### src/rtl/clint_pkg.sv
// Shared definitions for the core-local interruptor (CLINT): register map
// offsets, reset constants, bus FSM states and the mip bit positions the
// CLINT outputs feed.
package clint_pkg;

    // mtimecmp comes out of reset at its maximum so no timer interrupt fires
    localparam logic [63:0] MTIMECMP_RST = 64'hFFFF_FFFF_FFFF_FFFF;

    // Byte offsets of the registers inside the CLINT window
    typedef enum logic [15:0] {
        MSIP_OFF        = 16'h0000,
        MTIMECMP_LO_OFF = 16'h4000,
        MTIMECMP_HI_OFF = 16'h4004,
        MTIME_LO_OFF    = 16'hBFF8,
        MTIME_HI_OFF    = 16'hBFFC
    } clint_offset_e;

    // Bus-side request/response sequencing
    typedef enum logic [0:0] {
        ST_IDLE = 1'b0,
        ST_RESP = 1'b1
    } clint_state_e;

    // Bit positions in the core's mip CSR
    typedef enum logic [4:0] {
        MIP_MSIP = 5'd3,
        MIP_MTIP = 5'd7,
        MIP_MEIP = 5'd11
    } mip_field_e;

    // Merge a 32-bit write into an existing word honouring byte enables
    function automatic logic [31:0] be_merge(input logic [31:0] old_val,
                                             input logic [31:0] wdata,
                                             input logic [3:0]  be);
        logic [31:0] res;
        res = old_val;
        for (int i = 0; i < 4; i++) begin
            if (be[i]) begin
                res[i*8 +: 8] = wdata[i*8 +: 8];
            end
        end
        return res;
    endfunction

endpackage

### src/rtl/clint_timer.sv
// clint_timer: prescaler and 64-bit mtime counter. A software write to
// either half takes priority over a coincident tick (no increment that
// cycle) and restarts the prescaler.
module clint_timer
    import clint_pkg::*;
#(
    parameter int PRESCALE = 1
) (
    input  logic        clk,
    input  logic        rst_n,
    input  logic        i_wr_lo,
    input  logic        i_wr_hi,
    input  logic [31:0] i_wdata,
    input  logic [3:0]  i_be,
    output logic [63:0] o_mtime,
    output logic        o_tick
);

    localparam int              PRE_W   = (PRESCALE > 1) ? $clog2(PRESCALE) : 1;
    localparam logic [PRE_W-1:0] PRE_MAX = PRE_W'(PRESCALE - 1);

    logic [PRE_W-1:0] r_pre;
    logic [63:0]      r_mtime;
    logic             w_tick;

    assign w_tick  = (r_pre == PRE_MAX);
    assign o_tick  = w_tick;
    assign o_mtime = r_mtime;

    // Prescaler and mtime update: write beats tick, tick wraps the prescaler
    always_ff @(posedge clk or negedge rst_n) begin
        if (!rst_n) begin
            r_pre   <= '0;
            r_mtime <= 64'd0;
        end else if (i_wr_lo || i_wr_hi) begin
            r_pre <= '0;
            if (i_wr_lo) begin
                r_mtime[31:0] <= be_merge(r_mtime[31:0], i_wdata, i_be);
            end
            if (i_wr_hi) begin
                r_mtime[63:32] <= be_merge(r_mtime[63:32], i_wdata, i_be);
            end
        end else if (w_tick) begin
            r_pre   <= '0;
            r_mtime <= r_mtime + 64'd1;
        end else begin
            r_pre <= r_pre + PRE_W'(1);
        end
    end

endmodule

### src/rtl/core_clint.sv
// core_clint: memory-mapped msip / mtime / mtimecmp block driving the
// core's MSIP and MTIP interrupt inputs. One outstanding response; a new
// request can be accepted in the same cycle the pending response drains.
// Optional build macro CLINT_HI_LATCH_EN: a read of mtime[31:0] snapshots
// mtime[63:32] so the following read of 0xBFFC is tear-free.
module core_clint
    import clint_pkg::*;
#(
    parameter int ADDR_W   = 16,
    parameter int PRESCALE = 1
) (
    input  logic              clk,
    input  logic              rst_n,
    input  logic              req_valid,
    output logic              req_ready,
    input  logic              req_we,
    input  logic [ADDR_W-1:0] req_addr,
    input  logic [3:0]        req_be,
    input  logic [31:0]       req_wdata,
    output logic              rsp_valid,
    input  logic              rsp_ready,
    output logic [31:0]       rsp_rdata,
    output logic              rsp_err,
    output logic              msip_o,
    output logic              mtip_o
);

    clint_state_e r_state;
    logic         r_rsp_valid;
    logic [31:0]  r_rdata;
    logic         r_err;
    logic         r_msip;
    logic [63:0]  r_mtimecmp;
    logic         r_cmp_dirty;
    logic         r_mtip;

    logic         w_sel_msip, w_sel_cmp_lo, w_sel_cmp_hi, w_sel_mt_lo, w_sel_mt_hi;
    logic         w_err;
    logic [31:0]  w_rd;
    logic [31:0]  w_mtime_hi_rd;
    logic         w_accept, w_wr;
    logic [63:0]  w_mtime;
    logic         w_tick;

    assign req_ready = (r_state == ST_IDLE) || rsp_ready;
    assign w_accept  = req_valid && req_ready;
    assign w_wr      = w_accept && req_we;

    assign rsp_valid = r_rsp_valid;
    assign rsp_rdata = r_rdata;
    assign rsp_err   = r_err;
    assign msip_o    = r_msip;
    assign mtip_o    = r_mtip;

    // Address decode and read mux; misaligned offsets never match a map entry
    always_comb begin
        w_sel_msip   = 1'b0;
        w_sel_cmp_lo = 1'b0;
        w_sel_cmp_hi = 1'b0;
        w_sel_mt_lo  = 1'b0;
        w_sel_mt_hi  = 1'b0;
        w_err        = 1'b0;
        w_rd         = 32'd0;
        case (req_addr)
            ADDR_W'(MSIP_OFF): begin
                w_sel_msip = 1'b1;
                w_rd       = {31'd0, r_msip};
            end
            ADDR_W'(MTIMECMP_LO_OFF): begin
                w_sel_cmp_lo = 1'b1;
                w_rd         = r_mtimecmp[31:0];
            end
            ADDR_W'(MTIMECMP_HI_OFF): begin
                w_sel_cmp_hi = 1'b1;
                w_rd         = r_mtimecmp[63:32];
            end
            ADDR_W'(MTIME_LO_OFF): begin
                w_sel_mt_lo = 1'b1;
                w_rd        = w_mtime[31:0];
            end
            ADDR_W'(MTIME_HI_OFF): begin
                w_sel_mt_hi = 1'b1;
                w_rd        = w_mtime_hi_rd;
            end
            default: begin
                w_err = 1'b1;
            end
        endcase
    end

    clint_timer #(
        .PRESCALE (PRESCALE)
    ) u_timer (
        .clk     (clk),
        .rst_n   (rst_n),
        .i_wr_lo (w_wr && w_sel_mt_lo),
        .i_wr_hi (w_wr && w_sel_mt_hi),
        .i_wdata (req_wdata),
        .i_be    (req_be),
        .o_mtime (w_mtime),
        .o_tick  (w_tick)
    );

`ifdef CLINT_HI_LATCH_EN
    logic [31:0] r_shadow;

    // Snapshot the upper mtime half whenever the lower half is read
    always_ff @(posedge clk or negedge rst_n) begin
        if (!rst_n) begin
            r_shadow <= 32'd0;
        end else if (w_accept && !req_we && w_sel_mt_lo) begin
            r_shadow <= w_mtime[63:32];
        end
    end

    assign w_mtime_hi_rd = r_shadow;
`else
    assign w_mtime_hi_rd = w_mtime[63:32];
`endif

    // Software-visible msip and mtimecmp registers
    always_ff @(posedge clk or negedge rst_n) begin
        if (!rst_n) begin
            r_msip     <= 1'b0;
            r_mtimecmp <= MTIMECMP_RST;
        end else begin
            if (w_wr && w_sel_msip && req_be[0]) begin
                r_msip <= req_wdata[0];
            end
            if (w_wr && w_sel_cmp_lo) begin
                r_mtimecmp[31:0] <= be_merge(r_mtimecmp[31:0], req_wdata, req_be);
            end
            if (w_wr && w_sel_cmp_hi) begin
                r_mtimecmp[63:32] <= be_merge(r_mtimecmp[63:32], req_wdata, req_be);
            end
        end
    end

    // Timer interrupt: re-evaluate the compare the cycle after mtime or mtimecmp may have moved
    always_ff @(posedge clk or negedge rst_n) begin
        if (!rst_n) begin
            r_cmp_dirty <= 1'b0;
            r_mtip      <= 1'b0;
        end else begin
            r_cmp_dirty <= w_tick || (w_wr && (w_sel_cmp_lo || w_sel_cmp_hi ||
                                               w_sel_mt_lo  || w_sel_mt_hi));
            if (r_cmp_dirty) begin
                r_mtip <= (w_mtime >= r_mtimecmp);
            end
        end
    end

    // Request/response FSM with registered response fields
    always_ff @(posedge clk or negedge rst_n) begin
        if (!rst_n) begin
            r_state     <= ST_IDLE;
            r_rsp_valid <= 1'b0;
            r_rdata     <= 32'd0;
            r_err       <= 1'b0;
        end else begin
            case (r_state)
                ST_IDLE: begin
                    if (req_valid) begin
                        r_state     <= ST_RESP;
                        r_rsp_valid <= 1'b1;
                        r_rdata     <= req_we ? 32'd0 : w_rd;
                        r_err       <= w_err;
                    end
                end
                ST_RESP: begin
                    if (rsp_ready) begin
                        if (req_valid) begin
                            r_rsp_valid <= 1'b1;
                            r_rdata     <= req_we ? 32'd0 : w_rd;
                            r_err       <= w_err;
                        end else begin
                            r_state     <= ST_IDLE;
                            r_rsp_valid <= 1'b0;
                            r_rdata     <= 32'd0;
                            r_err       <= 1'b0;
                        end
                    end
                end
                default: begin
                    r_state     <= ST_IDLE;
                    r_rsp_valid <= 1'b0;
                    r_rdata     <= 32'd0;
                    r_err       <= 1'b0;
                end
            endcase
        end
    end

endmodule
### config.mk
export PLATFORM = sky130hd
export DESIGN_NAME = core_clint
export DESIGN_NICKNAME = d
export VERILOG_FILES = /design/src/rtl/clint_pkg.sv /design/src/rtl/clint_timer.sv /design/src/rtl/core_clint.sv
export SDC_FILE = /design/constraint.sdc
export NUM_CORES = 1
export LEC_CHECK = 0
export CAP_MARGIN = 20
export CORE_MARGIN = 2
export CORE_UTILIZATION = 50
export DETAILED_ROUTE_END_ITERATION = 10
export PLACE_DENSITY = 0.74
export SYNTH_ARGS = -nofsm -noshare
export SYNTH_HDL_FRONTEND = slang
export SYNTH_SLANG_ARGS = --single-unit
### constraint.sdc
create_clock -name clk -period 2.45 [get_ports clk]
set_input_delay 0.245 -clock clk [delete_from_list [all_inputs] [get_ports clk]]
set_output_delay 0.245 -clock clk [all_outputs]
set_load 0.02 [all_outputs]
Run 1, routed metal per tile:
Drawn at 2 px/um. The die is cut into 30 by 30 equal tiles; dark blue is low, red is high, scaled to the fullest tile. Values are wire area over tile area, all layers added.
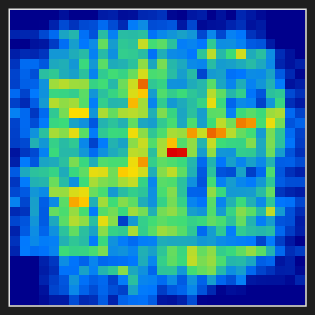
- fullest tile: 0.78
- tiles over half the peak: 22%
- mean over tiles: 0.26
- densest ninth of the die: middle
- nearly empty tiles: 8.1%

Run 1, the metal 3 layer:
Drawn at 3 px/um.
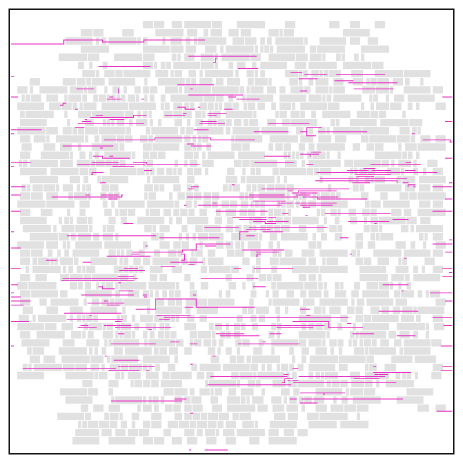
- longest straight run: 61.4 um
- share of all routed wire: 6.7%

Run 1, signal wires on met2:
Drawn at 3 px/um.
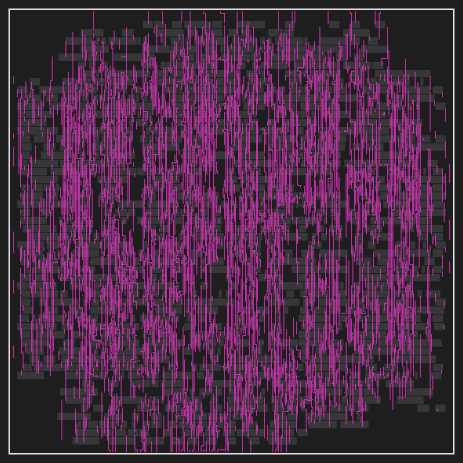
- wire length on this layer: 16300 um
- share of all routed wire: 47%

==> run summary, run 1 <==
Outcome = finished, final reports clean
Global-route wire length before repair = 54.7 mm
Setup CP Type = flip-flop to flip-flop
Clock transition at the registers of the reported paths = 0.07 ns
Largest net degree at the start of global routing = 50
Fin. max-slew vios = 0
Routed WL = 34.3 mm
Area of the core = 0.0202 mm2
Synthesized net count = 1249
Clock Latency Late Sink = 0.44 ns
Worst path cell trace = inv_1 > ha_1 > nand4_1 > nor4_2 > buf_4 > o211ai_1 > o211ai_1 > a21oi_1 > o21ai_1
Area leader share = 24.7%
Flops after synth = 166
Post-synth EDFFs = 0
Max Cap Violations = 0
YS chip area = 0.0103 mm2
Vias = 10100
FFs w/ async S/R, synth = 100%
Most frequent logic cell in the layout = nand2_1
Power per standard cell area = 473 mW/mm2
Synth warn = 0
Startpoint Class = flip-flop
Cell area leaders = dfrtp_1 (25%), dfstp_2 (16%), ha_1 (7.9%)
Post-CTS Setup Bufs = 1
Worst vdd ir = 0.000442 V
Setup crit end = mtip_o$_DFFE_PN0P_
Final nets = 1458
Avg Vias per Cell = 6.23
TritonCTS clock tree = built
Most used cell, CP = o211ai_1
H-Tree Level Count = 4
Critical-path maximum fanout = 3
# Cells Yosys = 1127
Hold Crit Class = input port to async pin
Placed Area = 0.0126 mm2
Critical path data arrival time = 2.75 ns
Fin crit period = 2.39 ns
Worst path slowest cell = dfstp_2
Tool warnings = 26
Fin area = 0.0133 mm2
Total gr overflow = 0
Gr usage total = 32.1%
Post-route antenna net violation count = 0
Worst slew margin = 66.5%
Share of layout cells above drive strength 1 = 25.1%
CP max stage delay = 0.54 ns
Crit path depth = 9
Hpwl dp = 25.5 mm
Clock buffer count from CTS = 17
Final core occ = 65.9%
Synth cell count leaders = nand2_1 (149), dfrtp_1 (102), o21ai_0 (83)
Reg2Reg Depth = 9
Resize count post-CTS = 2
Final worst setup slack = 0.0647 ns
# diodes = 0
Mapped Cells = 1127
Max Clk Rate = 419 MHz
CP Launch Point = r_mtimecmp[15]$_DFFE_PN1P_
Crit. End Element = flip-flop
Filler Cells Inserted = 1715
Die width = 148 um
Seq/Total Area, Yosys = 41.0%
Initial DRT Pass Iterations = 6
Post-route insts no fill = 1619
Area grow syn2layout = 29.1%
IO buf count = 93
Initial antenna violation count = 0
Clk buf depth = 2
Clock Skew = 0.0152 ns
I/O pins = 94
FF-to-FF End = mtip_o$_DFFE_PN0P_
LEAKAGE = 5.40 nW
Mapped Area = 0.0103 mm2
Placer Congestion = 0.933
Critical Path RT = 2.81 ns
Synth cell types = 66
WL/cell = 21.2 um
Residual DRC count = 0
Worst R2R Start = r_mtimecmp[15]$_DFFE_PN1P_
Critical path's top delay family = AND-OR/OR-AND gates
Clock sink count = 166
DIE HEIGHT = 148 um
CTS Hold Bufs = 1
Clk Tree Root Cell = clkbuf_16
FP Rows = 52
Final-report hold violation count = 0
Die footprint = 0.0218 mm2
Placed cells = 1583
Fin crit share = 97.4%
WP buf/inv = 2
Iter 0 DRT Violations = 1000
Most numerous cell in the Yosys netlist = nand2_1
Least-Margin Pin Slew = 0.501 ns
[run 1: where the power goes]
part / switching [mW] / leakage, nW / internal, mW / total [mW]
Clock: 1.23 / 0.313 / 1.77 / 3.00
Sequential: 0.0215 / 1.94 / 2.77 / 2.80
Combinational: 0.299 / 3.14 / 0.210 / 0.509
Total: 1.55 / 5.40 / 4.75 / 6.31
[run 1: kinds of logic after synthesis]
logic type	Yosys count	synth area share, %
buffers and inverters	130	4.95
and+or+nand+nor	380	17.8
DFF	166	41.0
muxes	78	8.38
other	1	0.0363
AOI/OAI and AO/OA	306	19.9
xor gates and xnor gates	1	0.0849
adders and majority gates	65	7.88
[run 1: registers in the layout, indices dropped and copies added, names as in the netlist]
name and cells:
r_mtimecmp 64, rsp_err 1, msip_o 1, rsp_valid 1, u_timer.o_mtime 64, r_cmp_dirty 1
mtip_o 1, r_state 1, rsp_rdata 32
[run 1: per-layer routing]
| metal | wire length, um | GRT usage (%) | vias up |
|---|---|---|---|
| met4 | 1050 | 12.2 | 0 |
| met2 | 16300 | 52.3 | 451 |
| met3 | 2280 | 6.17 | 82 |
| met1 | 14700 | 42.7 | 4937 |
| met5 | 0 | 0 | - |
| li1 | - | - | 4623 |
[run 1: cell type report]
class,instances,area [um2],area share (%)
multi-input combinational,831,5650,42.4
inverter,79,297,2.23
timing repair buffer,241,2150,16.2
clock buffer,18,439,3.30
tap,270,338,2.53
clock inverter,14,210,1.58
sequential,166,4240,31.8
[run 1: per-stage QoR]
stage	hold WS [ns]	setup TNS, ns	total power, mW
3_5_place_dp	0.201	-2.78	3.34
4_1_cts	0.314	0	6.34
2_1_floorplan	-0.0506	0	3.01
6_report	0.299	0	6.31
3_3_place_gp	0.199	-0.480	3.34
5_1_grt	0.340	-0.00443	6.50
Run 1, track usage over the die:
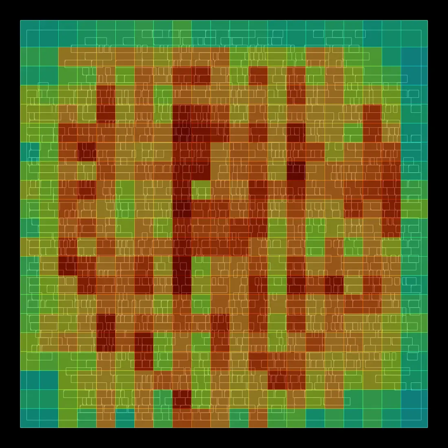

==> run 2, diff against run 1 <==
Settings changed: PLACE_DENSITY 0.74 to 0.73, REMOVE_ABC_BUFFERS from default to 1, SYNTH_HIERARCHICAL from default to 1.
Run 2, track usage over the die:
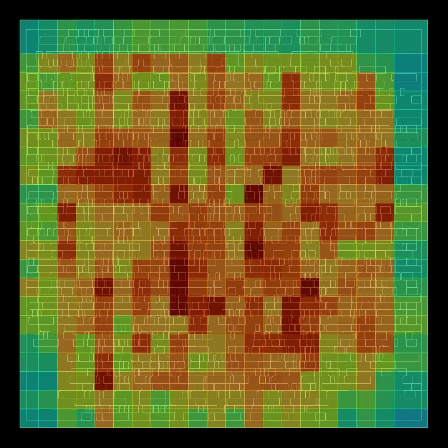
gr busiest metal: met2
GRT met1 Usage: 43.1%
met2 Use GR: 51.8%
GR Util met3: 5.30%
WL/cell: 22.0 um

==> run 2 against run 1 <==
Effect of this change: the flow now finishes with violations (setup timing); hold slack better by 0.047 ns; synthesized cell count decreased by 0.98%; via count grew 1.7%; maximum frequency shrank 2.7%; sequential share of layout area is 1.4 points lower; area after synthesis increased by 3.8%; first-iteration DRC count increased by 8.8%; die area grew 3.7%; register-to-register slack worse by 0.07 ns; setup slack worse by 0.066 ns; global-route usage up 0.32 points; critical path type unchanged.
==> run summary, run 2 <==
Max Cap Violations = 0 (unchanged)
CP Launch Point = r_mtimecmp[7]$_DFFE_PN1P_ (was r_mtimecmp[15]$_DFFE_PN1P_)
Fin. max-slew vios = 0 (unchanged)
FP Rows = 53 (was 52)
Placer Congestion = 0.994 (was 0.933)
Highest routed layer = met4 (unchanged)
Worst vdd ir = 0.000365 V (was 0.000442 V)
Commonest flop = dfrtp_1 (unchanged)
Pre-Place Util = 50.9% (was 51.0%)
Placed cells = 1594 (was 1583)
Share of layout cells above drive strength 1 = 30.9% (was 25.1%)
I/O pins = 94 (unchanged)
Met2 routed WL = 16.8 mm (was 16.3 mm)
Final nets = 1469 (was 1458)
Crit. End Element = flip-flop (unchanged)
Critical Path RT = 2.76 ns (was 2.81 ns)
Global-route wire length before repair = 56.0 mm (was 54.7 mm)
Placed Area = 0.0130 mm2 (was 0.0126 mm2)
Flops after synth = 166 (unchanged)
# diodes = 0 (unchanged)
Initial antenna violation count = 0 (unchanged)
Flop pwr share = 44.6% (was 44.3%)
Seq/Total Area, Yosys = 39.5% (was 41.0%)
P_int = 4.78 mW (was 4.75 mW)
Mapped Area = 0.0107 mm2 (was 0.0103 mm2)
Met1 wire length = 15.4 mm (was 14.7 mm)
FF-to-FF End = mtip_o$_DFFE_PN0P_ (unchanged)
Top cells excl fill/tap = buf_4 (153), nand2_1 (142), dfrtp_1 (102) (was nand2_1 (149), buf_4 (138), dfrtp_1 (101))
Largest net degree at the start of global routing = 65 (was 50)
Area grow syn2layout = 30.1% (was 29.1%)
Synth cell count leaders = nand2_1 (143), dfrtp_1 (102), mux2_2 (94) (was nand2_1 (149), dfrtp_1 (102), o21ai_0 (83))
Max Clk Rate = 408 MHz (was 419 MHz)
Min-delay src = req_addr[14]
Final-report hold violation count = 0 (unchanged)
Min-Delay Path Depth = 5
Clock buffer count from CTS = 17 (unchanged)
Tool warnings = 26 (unchanged)
Hpwl dp = 26.9 mm (was 25.5 mm)
Clock transition at the registers of the reported paths = 0.07 ns (about the same)
Worst R2R Start = r_mtimecmp[7]$_DFFE_PN1P_ (was r_mtimecmp[15]$_DFFE_PN1P_)
Total gr overflow = 0 (unchanged)
Clock share of power = 44.0% (was 47.6%)
PnR Total Power = 6.39 mW (was 6.31 mW)
Clock sink count = 166 (unchanged)
Clk Tree Root Cell = clkbuf_16 (unchanged)
Switching Fraction = 25.2% (was 24.6%)
Fin crit period = 2.45 ns (was 2.39 ns)
Post-route insts no fill = 1635 (was 1619)
Cell area leaders = dfrtp_1 (24%), dfstp_2 (16%), mux2_2 (9.9%) (was dfrtp_1 (25%), dfstp_2 (16%), ha_1 (7.9%))
Yosys top cell by area = dfrtp_1 (unchanged)
Iter 0 DRT Violations = 1088 (was 1000)
YS chip area = 0.0107 mm2 (was 0.0103 mm2)
Final worst setup slack = -0.00116 ns (was 0.0647 ns)
Outcome = finished with violations (was finished, final reports clean)
Hold slack = 0.346 ns (was 0.299 ns)
Die footprint = 0.0226 mm2 (was 0.0218 mm2)
Worst slew margin = 50.7% (was 66.5%)
# Cells Yosys = 1116 (was 1127)
Hold Crit Class = input port to flip-flop (was input port to async pin)
Setup CP Type = flip-flop to flip-flop (unchanged)
Setup violators final = 1 (was 0)
Metal3 WL = 2.30 mm (was 2.28 mm)
Mean post-synth cell area = 9.60 um2 (was 9.16 um2)
Post-synth EDFFs = 0 (unchanged)
Vias in the first global route = 10100 (was 10300)
Synth warn = 6 (was 0)
DIE HEIGHT = 150 um (was 148 um)
Least-Margin Pin Slew = 0.732 ns (was 0.501 ns)
IO buf count = 93 (unchanged)
Startpoint Class = flip-flop (unchanged)
Clock Skew = 0.0142 ns (was 0.0152 ns)
Most numerous cell in the Yosys netlist = nand2_1 (unchanged)
Post-route antenna net violation count = 0 (unchanged)
Final core occ = 66.3% (was 65.9%)
TritonCTS clock tree = built (unchanged)
Clock Latency Late Sink = 0.45 ns (was 0.44 ns)
Area leader share = 23.8% (was 24.7%)
LEAKAGE = 5.46 nW (was 5.40 nW)
Residual DRC count = 0 (unchanged)
Setup crit end = mtip_o$_DFFE_PN0P_ (unchanged)
Avg Vias per Cell = 6.28 (was 6.23)
Die width = 150 um (was 148 um)
Hold Path Sink = msip_o$_DFFE_PN0P_
Area of the core = 0.0210 mm2 (was 0.0202 mm2)
Reg2Reg Depth = 8 (was 9)
Initial DRT Pass Iterations = 6 (unchanged)
Mapped Cells = 1116 (was 1127)
Clk buf depth = 2 (unchanged)
Net Switching = 1.61 mW (was 1.55 mW)
Fin crit share = 100% (was 97.4%)
Fin area = 0.0139 mm2 (was 0.0133 mm2)
Most frequent logic cell in the layout = buf_4 (was nand2_1)
Flop2flop setup slack = -0.001 ns (was 0.06 ns)
Part of the power in combinational logic = 11.5% (was 8.1%)
Critical-path maximum fanout = 2 (was 3)
H-Tree Level Count = 4 (unchanged)
Critical path data arrival time = 2.76 ns (was 2.75 ns)
Failing checks = setup timing
FFs w/ async S/R, synth = 100% (unchanged)
RSZ-0062 raised after global routing = true
Synth cell types = 73 (was 66)
Power per standard cell area = 459 mW/mm2 (was 473 mW/mm2)
Run 2, routed metal per tile:
Drawn at 2 px/um. The die is cut into 30 by 30 equal tiles; dark blue is low, red is high, scaled to the fullest tile. Values are wire area over tile area, all layers added.
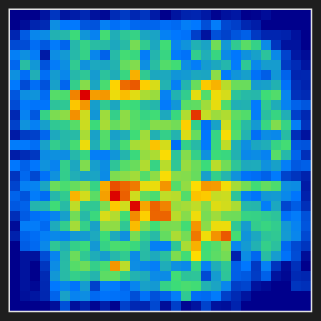
gr usage total: 32.5%
Vias: 10300
Routed WL: 35.9 mm

[run 2: cells by family (layout without fill, tap and decap cells)]
| kind of cell | after synthesis | count (layout) | synth area share [%] |
|---|---|---|---|
| fa+ha+maj | 65 | 65 | 7.59 |
| simple gates | 429 | 429 | 22.0 |
| buf+inv | 118 | 362 | 4.53 |
| compound gates | 231 | 231 | 15.3 |
| other cells | 1 | 1 | 0.0350 |
| mux | 104 | 104 | 10.9 |
| xor+xnor | 2 | 2 | 0.164 |
| flops | 166 | 166 | 39.5 |
[run 2: area by class of cell]
type | count | area, um2
well taps | 275 | 344
multi-input cells | 832 | 6230
inverters | 73 | 274
repair buffers | 257 | 2260
fillers | 1724 | 7090
clock inverters | 9 | 128
clock buffers | 23 | 468
flip-flops and latches | 166 | 4230
[run 2: critical path, cell delays in order (launching register included)]
cell and delay [ns]:
dfstp_2 0.53, inv_1 0.06, ha_4 0.25, a21oi_2 0.15, o21ai_2 0.10, a221o_1 0.44, o31a_1 0.37, a2111oi_2 0.31
o22ai_1 0.11
[run 2: timing repair]
action	CTS	global route
setup endpoints to repair	10	45
hold endpoints to repair	35	0
hold buffers	1	0
resized	11	37
pin swaps	4	18
setup buffers	1	7
[run 2: metrics by stage]
step                      setup slack [ns]  setup TNS (ns)
after global routing               -0.0229         -0.0307
after CTS                         0.000566               0
final                             -0.00116        -0.00116
after floorplan                     -0.984          -41.22
after global placement              -0.631          -19.21
after detailed placement            -0.686          -22.65
[run 2: power by group through the flow]
stage                     logic, mW  registers, mW  clock network [mW]
final                         0.733           2.85                2.81
after CTS                     0.689           2.84                2.84
after global placement        0.645           2.89                   0
after global routing          0.783           2.85                2.94
after floorplan               0.224           2.92                   0
after detailed placement      0.658           2.89                   0
Power figures rest on the tool's default switching activity, not on a simulated workload.
